[src/rtl/nbit_counter_mod.sv]
// rtl/nbit_counter_mod.sv - N-bit up/down modulo counter with prescaler, clear, load and wrap pulse
// Optional sticky overflow flag (ovf_sticky, clr_ovf) is enabled by defining NBC_STICKY_OVF_EN.
module nbit_counter_mod #(
    parameter int             N   = 8,
    parameter logic [N-1:0]   MAX = {N{1'b1}},
    parameter int             DIV = 1
) (
    input  logic         clk,
    input  logic         reset,
    input  logic         en,
    input  logic         up,
    input  logic         clear,
    input  logic         load,
    input  logic [N-1:0] load_val,
    output logic [N-1:0] count,
    output logic         wrap,
    output logic         zero
`ifdef NBC_STICKY_OVF_EN
    ,
    input  logic         clr_ovf,
    output logic         ovf_sticky
`endif
);

    localparam int            PW       = (DIV > 1) ? $clog2(DIV) : 1;
    localparam logic [PW-1:0] PRE_LAST = PW'(DIV - 1);

    logic [PW-1:0] r_pre;
    logic [N-1:0]  r_count;
    logic          r_wrap;

    logic          w_step;
    logic          w_at_term;
    logic          w_wrap_ev;
    logic [N-1:0]  w_next;
    logic [N-1:0]  w_load_clamped;

    // A step only counts when clear and load are not overriding it this edge.
    assign w_step         = en && (r_pre == PRE_LAST);
    assign w_at_term      = up ? (r_count == MAX) : (r_count == '0);
    assign w_wrap_ev      = !clear && !load && w_step && w_at_term;
    assign w_next         = up ? ((r_count == MAX) ? '0  : r_count + N'(1))
                               : ((r_count == '0)  ? MAX : r_count - N'(1));
    assign w_load_clamped = (load_val > MAX) ? MAX : load_val;

    always_ff @(posedge clk) begin
        if (reset) begin
            r_count <= '0;
            r_pre   <= '0;
            r_wrap  <= 1'b0;
        end else begin
            r_wrap <= w_wrap_ev;
            if (clear) begin
                r_count <= '0;
                r_pre   <= '0;
            end else if (load) begin
                r_count <= w_load_clamped;
                r_pre   <= '0;
            end else if (en) begin
                if (w_step) begin
                    r_count <= w_next;
                    r_pre   <= '0;
                end else begin
                    r_pre <= r_pre + PW'(1);
                end
            end
        end
    end

    assign count = r_count;
    assign wrap  = r_wrap;
    assign zero  = (r_count == '0);

`ifdef NBC_STICKY_OVF_EN
    logic r_ovf_sticky;

    // A wrap in the same cycle as clr_ovf keeps the flag set.
    always_ff @(posedge clk) begin
        if (reset) begin
            r_ovf_sticky <= 1'b0;
        end else if (w_wrap_ev) begin
            r_ovf_sticky <= 1'b1;
        end else if (clr_ovf) begin
            r_ovf_sticky <= 1'b0;
        end
    end

    assign ovf_sticky = r_ovf_sticky;
`endif

endmodule

[config.mk]
export PLATFORM = sky130hd
export DESIGN_NAME = nbit_counter_mod
export DESIGN_NICKNAME = d
export VERILOG_FILES = /design/src/rtl/nbit_counter_mod.sv
export SDC_FILE = /design/constraint.sdc
export NUM_CORES = 1
export LEC_CHECK = 0
export ABC_AREA = 1
export CORE_MARGIN = 5
export CORE_UTILIZATION = 43
export CTS_CLUSTER_SIZE = 14
export DETAILED_ROUTE_END_ITERATION = 8
export PLACE_DENSITY = 0.8
export SYNTH_ARGS = -nofsm -noshare
export SYNTH_HDL_FRONTEND = slang
export SYNTH_SLANG_ARGS = --single-unit
[constraint.sdc]
create_clock -name clk -period 1.2 [get_ports clk]
set_input_delay 0.18 -clock clk [delete_from_list [all_inputs] [get_ports clk]]
set_output_delay 0.18 -clock clk [all_outputs]
set_load 0.005 [all_outputs]
Fig. 1: run 1, signal wires on met1
Scale bar: 20 um.
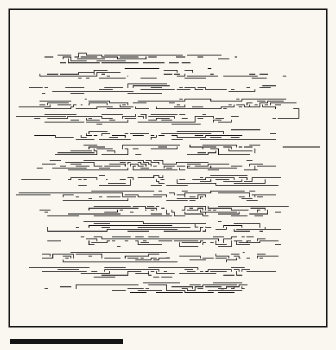
main direction	horizontal
share of all routed wire	37%
wire length on this layer	1620 um
longest straight run	20.7 um
nets with wire on the layer	225

Fig. 2: run 1, M2 wires
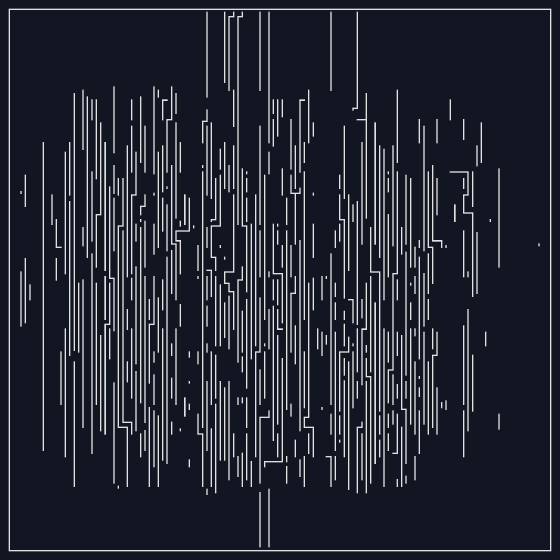
wire length on this layer	2080 um
nets with wire on the layer	217
main direction	vertical
share of all routed wire	48%
longest straight run	32.0 um

Fig. 3: run 1, the metal 3 layer
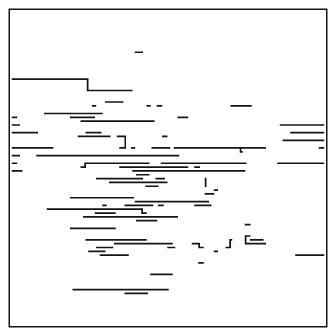
longest straight run	25.1 um
share of all routed wire	9.4%
nets with wire on the layer	50
wire length on this layer	409 um
main direction	horizontal

==> summary.rpt, run 1 <==
==== FLOW RESULTS ====
----------------------------------------------------
[Route]
  Length of routed met3 wiring ........................ 409 um
  Detailed-routing iteration count for the pre-antenna-repair pass ........................ 5
  Average wire per cell in the routed design ........................ 17.2 um
  Via count ........................ 1427
  Detailed Route WL ........................ 4360 um
  Antenna Violating Nets Remaining ........................ 0
  Total routed wire length on the met1 layer ........................ 1620 um
  Routed met2 length ........................ 2080 um

[Worst setup path]
  Most frequent cell on the critical path ........................ nand2_1
  Critical Path Sink Type ........................ register
  Type of the setup path with the least slack ........................ reg2reg
  CP Cell Sequence ........................ inv_4 -> buf_6 -> ha_4 -> inv_4 -> nor2_4 -> nand2_1 -> nand2_1 -> nand3_1 -> nand2_1 -> nand3_1 -> nand2_1 -> a21oi_2
  R2R Path End ........................ count[6]
  Start of the worst register-to-register path ........................ count[0]
  Endpoint arrival time on the critical path ........................ 1.66 ns
  Launch point of the worst path ........................ count[0]

[Synthesis]
  Instance tally after logic synthesis ........................ 157
  Xor/xnor cell area share of the yosys netlist ........................ 0.0287
  Number of cells in the yosys synthesis report ........................ 157
  Synth Area in Simple Gates ........................ 0.472
  Largest area contributor in the netlist ........................ dfxtp_1
  Yosys stat chip area ........................ 915 um^2
  Leading cell types by total area after synthesis ........................ dfxtp_1 (22%), nand2_1 (17%), nor2_1 (11%)
  Synth Net Count ........................ 174
  Share of synthesized cell area in full adder, half adder and majority cells ........................ 0.0410
  Mux share ........................ 0

[Pwr]
  Power in sequential cells ........................ 360 uW
  Net load switching power ........................ 462 uW
  Comb pwr share ........................ 0.487
  Relative contribution of sequential cells to total power ........................ 0.273
  Biggest power consumer among the groups ........................ combinational cells
  Clk power ........................ 317 uW
  Power Combinational ........................ 643 uW
  Power share of the clock group ........................ 0.240

[Placed design]
  Worst slack at placement ........................ -0.350 ns
  I/O Buffers ........................ 23
  Inst Count DP ........................ 233
  Half-perimeter wire length after placement ........................ 2460 um

[Layout]
  Number of fill cells in the layout ........................ 94
  Layout Area Growth over Synthesis ........................ 92.3%
  Multi-input gate share of total cell area ........................ 0.439
  Relative area of clock buffers and inverters in the final design ........................ 0.0206
  Number of logic gates ........................ 125
  Commonest non-fill, non-tap cells in the layout ........................ nand2_1 (40), buf_4 (35), nor2_1 (19), nand3_1 (15), buf_6 (15)
  Ant diodes ........................ 0
  Max FFs per register ........................ 8
  Logic inverters ........................ 17

[Clock tree]
  Cts bufs inserted ........................ 3
  Clk Latency, worst-skew pair ........................ 0.28 ns
  Clock-pin slew reported for the worst setup and hold paths after clock tree synthesis ........................ 0.07 ns
  Cts hold-fix bufs ........................ 0
  CTS tree ........................ yes

[Run status]
  Violated checks ........................ negative setup slack
  Result of the run ........................ finished, violations left

[Global route]
  Vias in the first global route ........................ 1260
  Antenna violations before repair ........................ 0
  Layer with the highest usage ........................ met2
  Wire length of the first global-routing pass ........................ 5690 um
  Global routing met2 resource utilization ........................ 0.399

[STA]
  Setup-failing EPs final ........................ 10
  Final Skew ........................ 0.00267 ns
  Relative max-transition margin ........................ 0.834
  Slew Viols, Final ........................ 0
  Fmax achieved ........................ 673 MHz
  Count of endpoints failing hold in the final timing report ........................ 0
  Post-route setup slack ........................ -0.285 ns

[Floorplanning]
  Number of tap cells inserted ........................ 27
  Init Core Util ........................ 0.457

[Min path]
  Worst min-delay path category ........................ reg2reg

[Flow run]
  Max cap viols ........................ 0

----------------------------------------------------
-- run 1: synthesized netlist by cell type (all sizes together), types with 2 or more instances --
cell   instances
inv           17
dfxtp         10
nand3         16
a21oi          9
o21ai         11
ha             3
nand2         44
nand4          2
nor2          30
xor2           2
buf            5
-- run 1: metrics by stage --
stage | hold WS [ns] | utilization
6_report | 0.459 | 0.879
5_1_grt | 0.480 | 0.879
4_1_cts | 0.446 | 0.814
3_5_place_dp | 0.436 | 0.712
3_3_place_gp | 0.431 | 0.712
2_1_floorplan | 0.257 | -
-- run 1: what timing repair did --
item | in CTS | in global routing
endpoints found under the setup margin | 18 | 15
setup buffers | 6 | 10
endpoints found under the hold margin | 0 | 0
pin swaps | 23 | 16
resized | 60 | 17
==> run 1 -> run 2 <==
--- a/config.mk
+++ b/config.mk
@@ -11,6 +11,7 @@
 export CTS_CLUSTER_SIZE = 14
 export DETAILED_ROUTE_END_ITERATION = 8
 export PLACE_DENSITY = 0.8
+export REMOVE_ABC_BUFFERS = 1
 export SYNTH_ARGS = -nofsm -noshare
 export SYNTH_HDL_FRONTEND = slang
 export SYNTH_SLANG_ARGS = --single-unit
Fig. 4: run 2, routing congestion
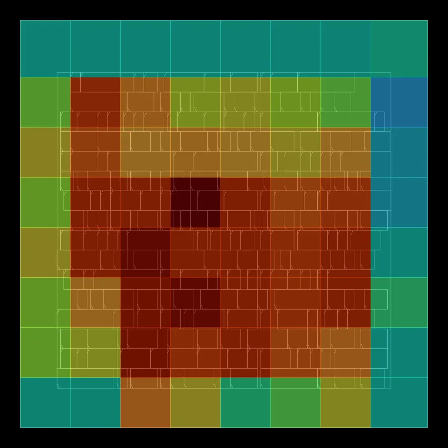
gr usage total: 0.292
layer with the highest usage: met2
global routing met2 resource utilization: 0.469

Fig. 5: run 2, M2 wires
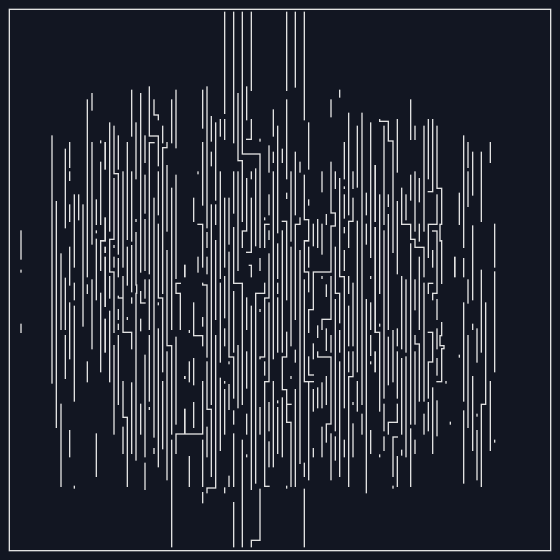
share of all routed wire	44%
nets with wire on the layer	218
main direction	vertical

==> run 2 against run 1 <==
The run still ends with negative setup slack left; cell area rose by 1.4%; highest routed layer unchanged; final cell count fell by 0.79%; combinational power is 3% higher; sequential power about the same; global-route usage grew 6.3 points; worst setup slack got worse by 0.055 ns.
==> summary.rpt, run 2 <==
==== FLOW RESULTS ====
----------------------------------------------------
[Floorplanning]
  Init Core Util ........................ 0.457
  Number of tap cells inserted ........................ 27

[STA]
  Setup-failing EPs final ........................ 10
  Post-route setup slack ........................ -0.340 ns
  Count of endpoints failing hold in the final timing report ........................ 0
  Fmax achieved ........................ 649 MHz
  Final Skew ........................ 0.0116 ns
  Minimum period implied by the final worst setup slack ........................ 1.54 ns
  Slew Viols, Final ........................ 0

[Synthesis]
  Most instantiated library cell after synthesis ........................ nand2_1
  Leading cell types by total area after synthesis ........................ dfxtp_1 (22%), nand2_1 (17%), nor2_1 (11%)
  Synth Area in Simple Gates ........................ 0.472
  Xor/xnor cell area share of the yosys netlist ........................ 0.0287
  Mux share ........................ 0
  Largest area contributor in the netlist ........................ dfxtp_1
  Number of cells in the yosys synthesis report ........................ 157
  Syn. warnings ........................ 0
  Instance tally after logic synthesis ........................ 157
  Share of synthesized cell area in full adder, half adder and majority cells ........................ 0.0410

[Clock tree]
  PostCTS Resize Cnt ........................ 72
  Cts hold-fix bufs ........................ 0
  Number of post-CTS setup repair buffers ........................ 9
  CTS tree ........................ yes
  Clock-pin slew reported for the worst setup and hold paths after clock tree synthesis ........................ 0.10 ns
  Cts bufs inserted ........................ 3
  Clk Latency, worst-skew pair ........................ 0.29 ns

[Global route]
  Wire length of the first global-routing pass ........................ 7070 um
  Antenna violations before repair ........................ 0
  Global-route congestion overflow total ........................ 0

[Layout]
  Multi-input gate share of total cell area ........................ 0.458
  Logic inverters ........................ 17
  Ant diodes ........................ 0
  Number of logic gates ........................ 125
  Max FFs per register ........................ 8
  Flop Count ........................ 10
  Relative area of clock buffers and inverters in the final design ........................ 0.0203
  Commonest non-fill, non-tap cells in the layout ........................ nand2_1 (35), buf_4 (31), nor2_1 (17)

[Worst setup path]
  CP Cell Sequence ........................ inv_2 -> buf_6 -> ha_4 -> inv_2 -> nor2_4 -> nand3_1 -> nand3_2 -> nand2_2 -> nand3_2 -> nand2_2 -> a21oi_2
  Worst endpoint required time ........................ 1.42 ns
  Critical Path Sink Type ........................ register
  Endpoint arrival time on the critical path ........................ 1.76 ns
  Family of cells with the greatest summed delay on the critical path ........................ simple AND/OR/NAND/NOR gates
  Start of the worst register-to-register path ........................ count[1]
  Launch point of the worst path ........................ count[1]
  Type of the setup path with the least slack ........................ reg2reg
  R2R Path End ........................ count[6]

[Route]
  Average wire per cell in the routed design ........................ 20.3 um
  Antenna Violating Nets Remaining ........................ 0
  Detailed Route WL ........................ 5100 um
  Total routed wire length on the met1 layer ........................ 1820 um
  Via count ........................ 1519
  Routed met2 length ........................ 2260 um
  Detailed-routing iteration count for the pre-antenna-repair pass ........................ 6
  Length of routed met3 wiring ........................ 664 um

[Min path]
  Worst min-delay path category ........................ reg2reg

[Pwr]
  Biggest power consumer among the groups ........................ combinational cells
  Comb pwr share ........................ 0.482
  Clk power ........................ 352 uW
  Power share of the clock group ........................ 0.256
  Power in sequential cells ........................ 361 uW
  Relative contribution of sequential cells to total power ........................ 0.263
  Power Combinational ........................ 663 uW
  Net load switching power ........................ 531 uW

[Placed design]
  Inst Count DP ........................ 233
  Half-perimeter wire length after placement ........................ 2510 um
  Worst slack at placement ........................ -0.315 ns
  I/O Buffers ........................ 23

[Run status]
  Violated checks ........................ negative setup slack
  Result of the run ........................ finished, violations left

[Flow run]
  Max cap viols ........................ 0

----------------------------------------------------
Fig. 6: run 2, signal wires on met1
Scale bar: 20 um.
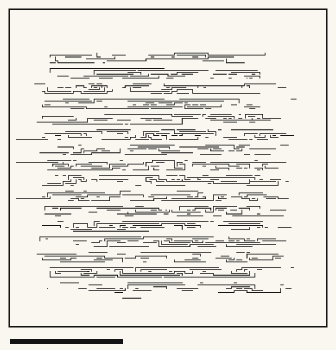
wire length on this layer	1820 um
share of all routed wire	36%

[run 2: worst min-delay path by stage]
stage               start     to  slack, ns
finish              r_pre  r_pre       0.45
global route           en  r_pre       0.48
detailed placement  r_pre  r_pre       0.44
floorplan              en  r_pre       0.26
global placement    r_pre  r_pre       0.43
CTS                 r_pre  r_pre       0.45
[run 2: metrics by stage]
stage / TNS (ns) / utilization / cell area [um^2] / hold WS, ns
CTS: -1.31 / 0.818 / 1640 / 0.452
global route: -2.80 / 0.891 / 1780 / 0.479
floorplan: -0.948 / - / 881 / 0.257
detailed placement: -2.50 / 0.688 / 1380 / 0.442
finish: -2.18 / 0.891 / 1780 / 0.454
global placement: -2.02 / 0.688 / 1380 / 0.431
==> run 2 -> run 3 <==
--- a/config.mk
+++ b/config.mk
@@ -8,8 +8,10 @@
 export ABC_AREA = 1
 export CORE_MARGIN = 5
 export CORE_UTILIZATION = 43
+export CTS_CLUSTER_DIAMETER = 100
 export CTS_CLUSTER_SIZE = 14
 export DETAILED_ROUTE_END_ITERATION = 8
+export GPL_TIMING_DRIVEN = 0
 export PLACE_DENSITY = 0.8
 export REMOVE_ABC_BUFFERS = 1
 export SYNTH_ARGS = -nofsm -noshare
==> constraint.sdc (replaced) <==
create_clock -name clk -period 1.2 [get_ports clk]
set_input_delay 0.36 -clock clk [delete_from_list [all_inputs] [get_ports clk]]
set_output_delay 0.36 -clock clk [all_outputs]
set_load 0.005 [all_outputs]
Fig. 7: run 3, signal wires on met1
Scale bar: 20 um.
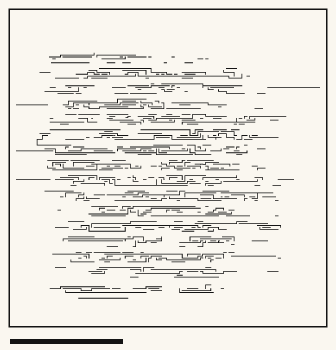
longest straight run	16.1 um
wire length on this layer	1390 um
nets with wire on the layer	204
share of all routed wire	36%

Fig. 8: run 3, metal 4
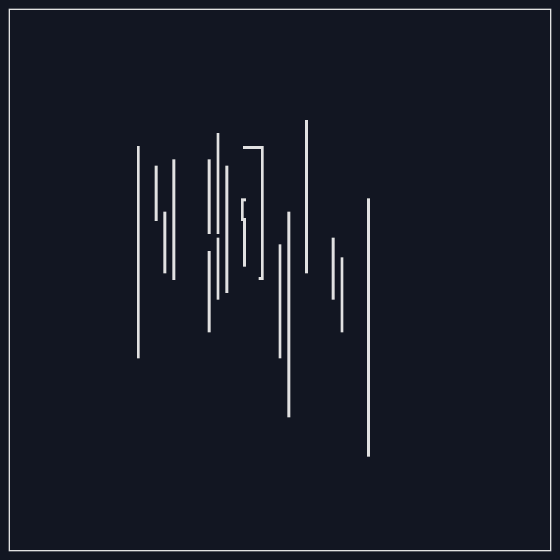
main direction	vertical
longest straight run	26.5 um
nets with wire on the layer	16
wire length on this layer	202 um

==> run 3 against run 2 <==
The flow still finishes with violations (negative setup slack); clock power is 32% lower; critical path depth decreased by 6; combinational power is 13% lower; hold slack better by 0.029 ns; flip-flop count did not move; maximum frequency decreased by 4.5%; die size unchanged; highest routed layer unchanged.
==> summary.rpt, run 3 <==
==== FLOW RESULTS ====
----------------------------------------------------
[Clock tree]
  Buffer cell driving the clock tree root ........................ clkbuf_4
  Clock-pin slew reported for the worst setup and hold paths after clock tree synthesis ........................ 0.07 ns
  Number of post-CTS setup repair buffers ........................ 17
  Cts bufs inserted ........................ 3
  CTS H-tree depth ........................ 1
  Clk sinks ........................ 10
  Clock Tree Buf Depth ........................ 2
  Clk Latency, worst-skew pair ........................ 0.27 ns
  PostCTS Resize Cnt ........................ 97
  Cts hold-fix bufs ........................ 0
  CTS tree ........................ yes

[Worst setup path]
  Number of cells on the worst reg-to-reg path ........................ 11
  Peak per-stage delay on the critical path ........................ 0.37 ns
  R2R Path End ........................ count[6]
  Critical Path Sink Type ........................ output pin
  Launch point of the worst path ........................ count[0]
  CP Launch Type ........................ register
  Slowest stage cell, crit path ........................ dfxtp_4
  CP Cell Sequence ........................ inv_6 -> ha_4 -> and3_4 -> and2_4 -> buf_6
  Setup slack, reg-to-reg ........................ -0.37 ns
  Worst endpoint required time ........................ 0.84 ns
  Endpoint arrival time on the critical path ........................ 1.25 ns
  Family of cells with the greatest summed delay on the critical path ........................ flip-flops
  Buffer and inverter count on the worst path ........................ 2
  Type of the setup path with the least slack ........................ reg2out
  Start of the worst register-to-register path ........................ count[1]

[Floorplanning]
  IO Pins ........................ 24
  Die H ........................ 56.1 um
  DIE AREA ........................ 0.00315 mm^2
  Init Core Util ........................ 0.457
  Core Area ........................ 0.00200 mm^2
  Die Wd ........................ 56.1 um
  FP Rows ........................ 16

[Global route]
  Wire length of the first global-routing pass ........................ 5740 um
  Gr usage total ........................ 0.227
  Global-route congestion overflow total ........................ 0
  Vias in the first global route ........................ 1213
  Antenna violations before repair ........................ 0
  Pin count of the biggest net entering global routing ........................ 12

[Flow run]
  Max cap viols ........................ 0
  Number of warnings the tools reported ........................ 29

[Placed design]
  Instance area at placement ........................ 0.00114 mm^2
  Inst Count DP ........................ 202
  I/O Buffers ........................ 23
  Half-perimeter wire length after placement ........................ 1910 um
  Final Wtd Congestion ........................ 0.893
  Worst slack at placement ........................ -0.729 ns

[Min path]
  Number of stages on the worst hold path ........................ 2
  Hold path startpoint ........................ r_pre
  Worst min-delay path category ........................ reg2reg
  Hold Crit Endpoint ........................ r_pre

[Layout]
  Share of cells above drive strength 1 ........................ 0.435
  Number of fill cells in the layout ........................ 128
  Combinational gate area ........................ 746 um^2
  Layout Area Growth over Synthesis ........................ 74.7%
  Post-layout util ........................ 0.798
  Leading cell type in the layout, fill and taps excluded ........................ nand2_1
  Final std cells w/o fill ........................ 234
  Commonest non-fill, non-tap cells in the layout ........................ nand2_1 (37), buf_4 (20), nor2_1 (18), buf_6 (17), nand3_1 (16)
  Max FFs per register ........................ 8
  Post-route cell area ........................ 0.00160 mm^2
  Area taken by flip-flops and latches ........................ 230 um^2
  Ant diodes ........................ 0
  Total number of nets in the final design ........................ 226

[Pwr]
  Biggest power consumer among the groups ........................ combinational cells
  Clk power ........................ 238 uW
  Relative contribution of sequential cells to total power ........................ 0.308
  Comb pwr share ........................ 0.489
  Fraction of power spent switching nets ........................ 0.368
  Power Combinational ........................ 574 uW
  Power share of the clock group ........................ 0.203
  Net load switching power ........................ 432 uW
  Power per cell area ........................ 735 mW/mm^2
  Power in sequential cells ........................ 363 uW
  Max rail drop VDD ........................ 0.000799 V

[Synthesis]
  Area fraction in compound gates ........................ 0.133
  Xor/xnor cell area share of the yosys netlist ........................ 0.0287
  Predominant post-synthesis flop cell ........................ dfxtp_1
  Number of cells in the yosys synthesis report ........................ 157
  Leading cell types by total area after synthesis ........................ dfxtp_1 (22%), nand2_1 (17%), nor2_1 (11%)
  Instance tally after logic synthesis ........................ 157
  Largest logic family ........................ simple AND/OR/NAND/NOR gates
  Synth Area in Simple Gates ........................ 0.472
  Average size of a mapped cell ........................ 5.83 um^2
  Area share of the largest cell type after synthesis ........................ 0.219
  Share of synthesized cell area in full adder, half adder and majority cells ........................ 0.0410
  Post-synth seq share ........................ 0.219
  Register bit count reported by yosys ........................ 10
  Most instantiated cells after synthesis ........................ nand2_1 (41), nor2_1 (26), nand3_1 (16), inv_1 (13), o21ai_0 (11)
  Most instantiated library cell after synthesis ........................ nand2_1
  Largest area contributor in the netlist ........................ dfxtp_1
  Syn. warnings ........................ 0
  Post-synth tally of flip-flops with integrated enable ........................ 0
  Yosys cell types ........................ 27
  Mux share ........................ 0
  Proportion of synthesized flip-flops having asynchronous set or reset ........................ 0
  Yosys stat chip area ........................ 915 um^2

[Route]
  Vias per std cell ........................ 5.76
  Average wire per cell in the routed design ........................ 16.7 um
  Antenna Violating Nets Remaining ........................ 0
  Via count ........................ 1349
  Count of unresolved DRC violations after routing ........................ 0
  Detailed Route WL ........................ 3900 um
  DRT iter0 DRCs ........................ 77
  Detailed-routing iteration count for the pre-antenna-repair pass ........................ 5

[STA]
  Fmax achieved ........................ 620 MHz
  Final-layout worst hold slack ........................ 0.483 ns
  Setup-failing EPs final ........................ 16
  Post-route setup slack ........................ -0.413 ns
  Relative max-transition margin ........................ 0.727
  Tightest Pin Transition ........................ 0.410 ns
  Count of endpoints failing hold in the final timing report ........................ 0
  Minimum period implied by the final worst setup slack ........................ 1.61 ns
  Slew Viols, Final ........................ 0
  Final Skew ........................ 0.00312 ns
  Final sum of negative setup slack ........................ -2.98 ns
  Setup repair after global routing missed its margin ........................ true
  Final period utilization ........................ 1.34

[Run status]
  Result of the run ........................ finished, violations left
  Violated checks ........................ negative setup slack

----------------------------------------------------
Fig. 9: run 3, M2 wires
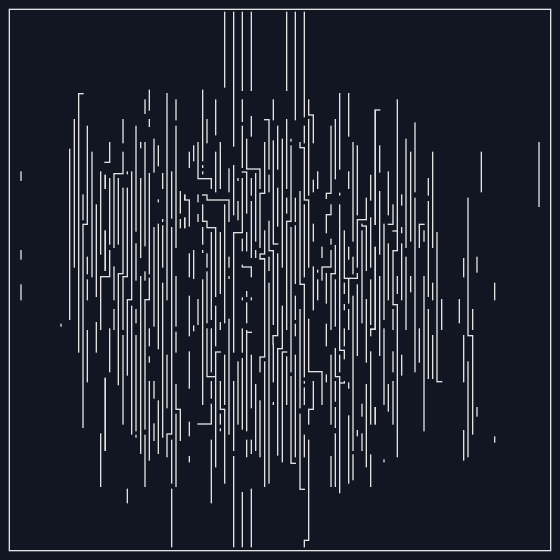
longest straight run	26.9 um
nets with wire on the layer	194

==> run 3: layout make-up <==
type,instances,area share
clock buffer,3,0.0141
tap,27,0.0211
inverter,17,0.0509
timing repair buffer,52,0.303
multi-input combinational,125,0.467
sequential,10,0.144
==> run 3: worst max path at each step <==
stage                           to  slack [ns]  cells after the start
after floorplan               zero       -0.21                      4
after global placement        zero       -0.74                      5
after detailed placement      zero       -0.73                      5
after CTS                     zero       -0.38                      5
after global routing      count[6]       -0.46                     11
final                         zero       -0.41                      5
==> run 3: metal layers <==
| metal | routed length [um] | GRT usage | vias to the layer above |
|---|---|---|---|
| li1 | - | - | 609 |
| met1 | 1390 | 0.256 | 600 |
| met2 | 1890 | 0.401 | 106 |
| met3 | 412 | 0.0673 | 34 |
| met4 | 201 | 0.0780 | 0 |
| met5 | 0 | 0 | - |
Power and IR drop assume default switching activity.
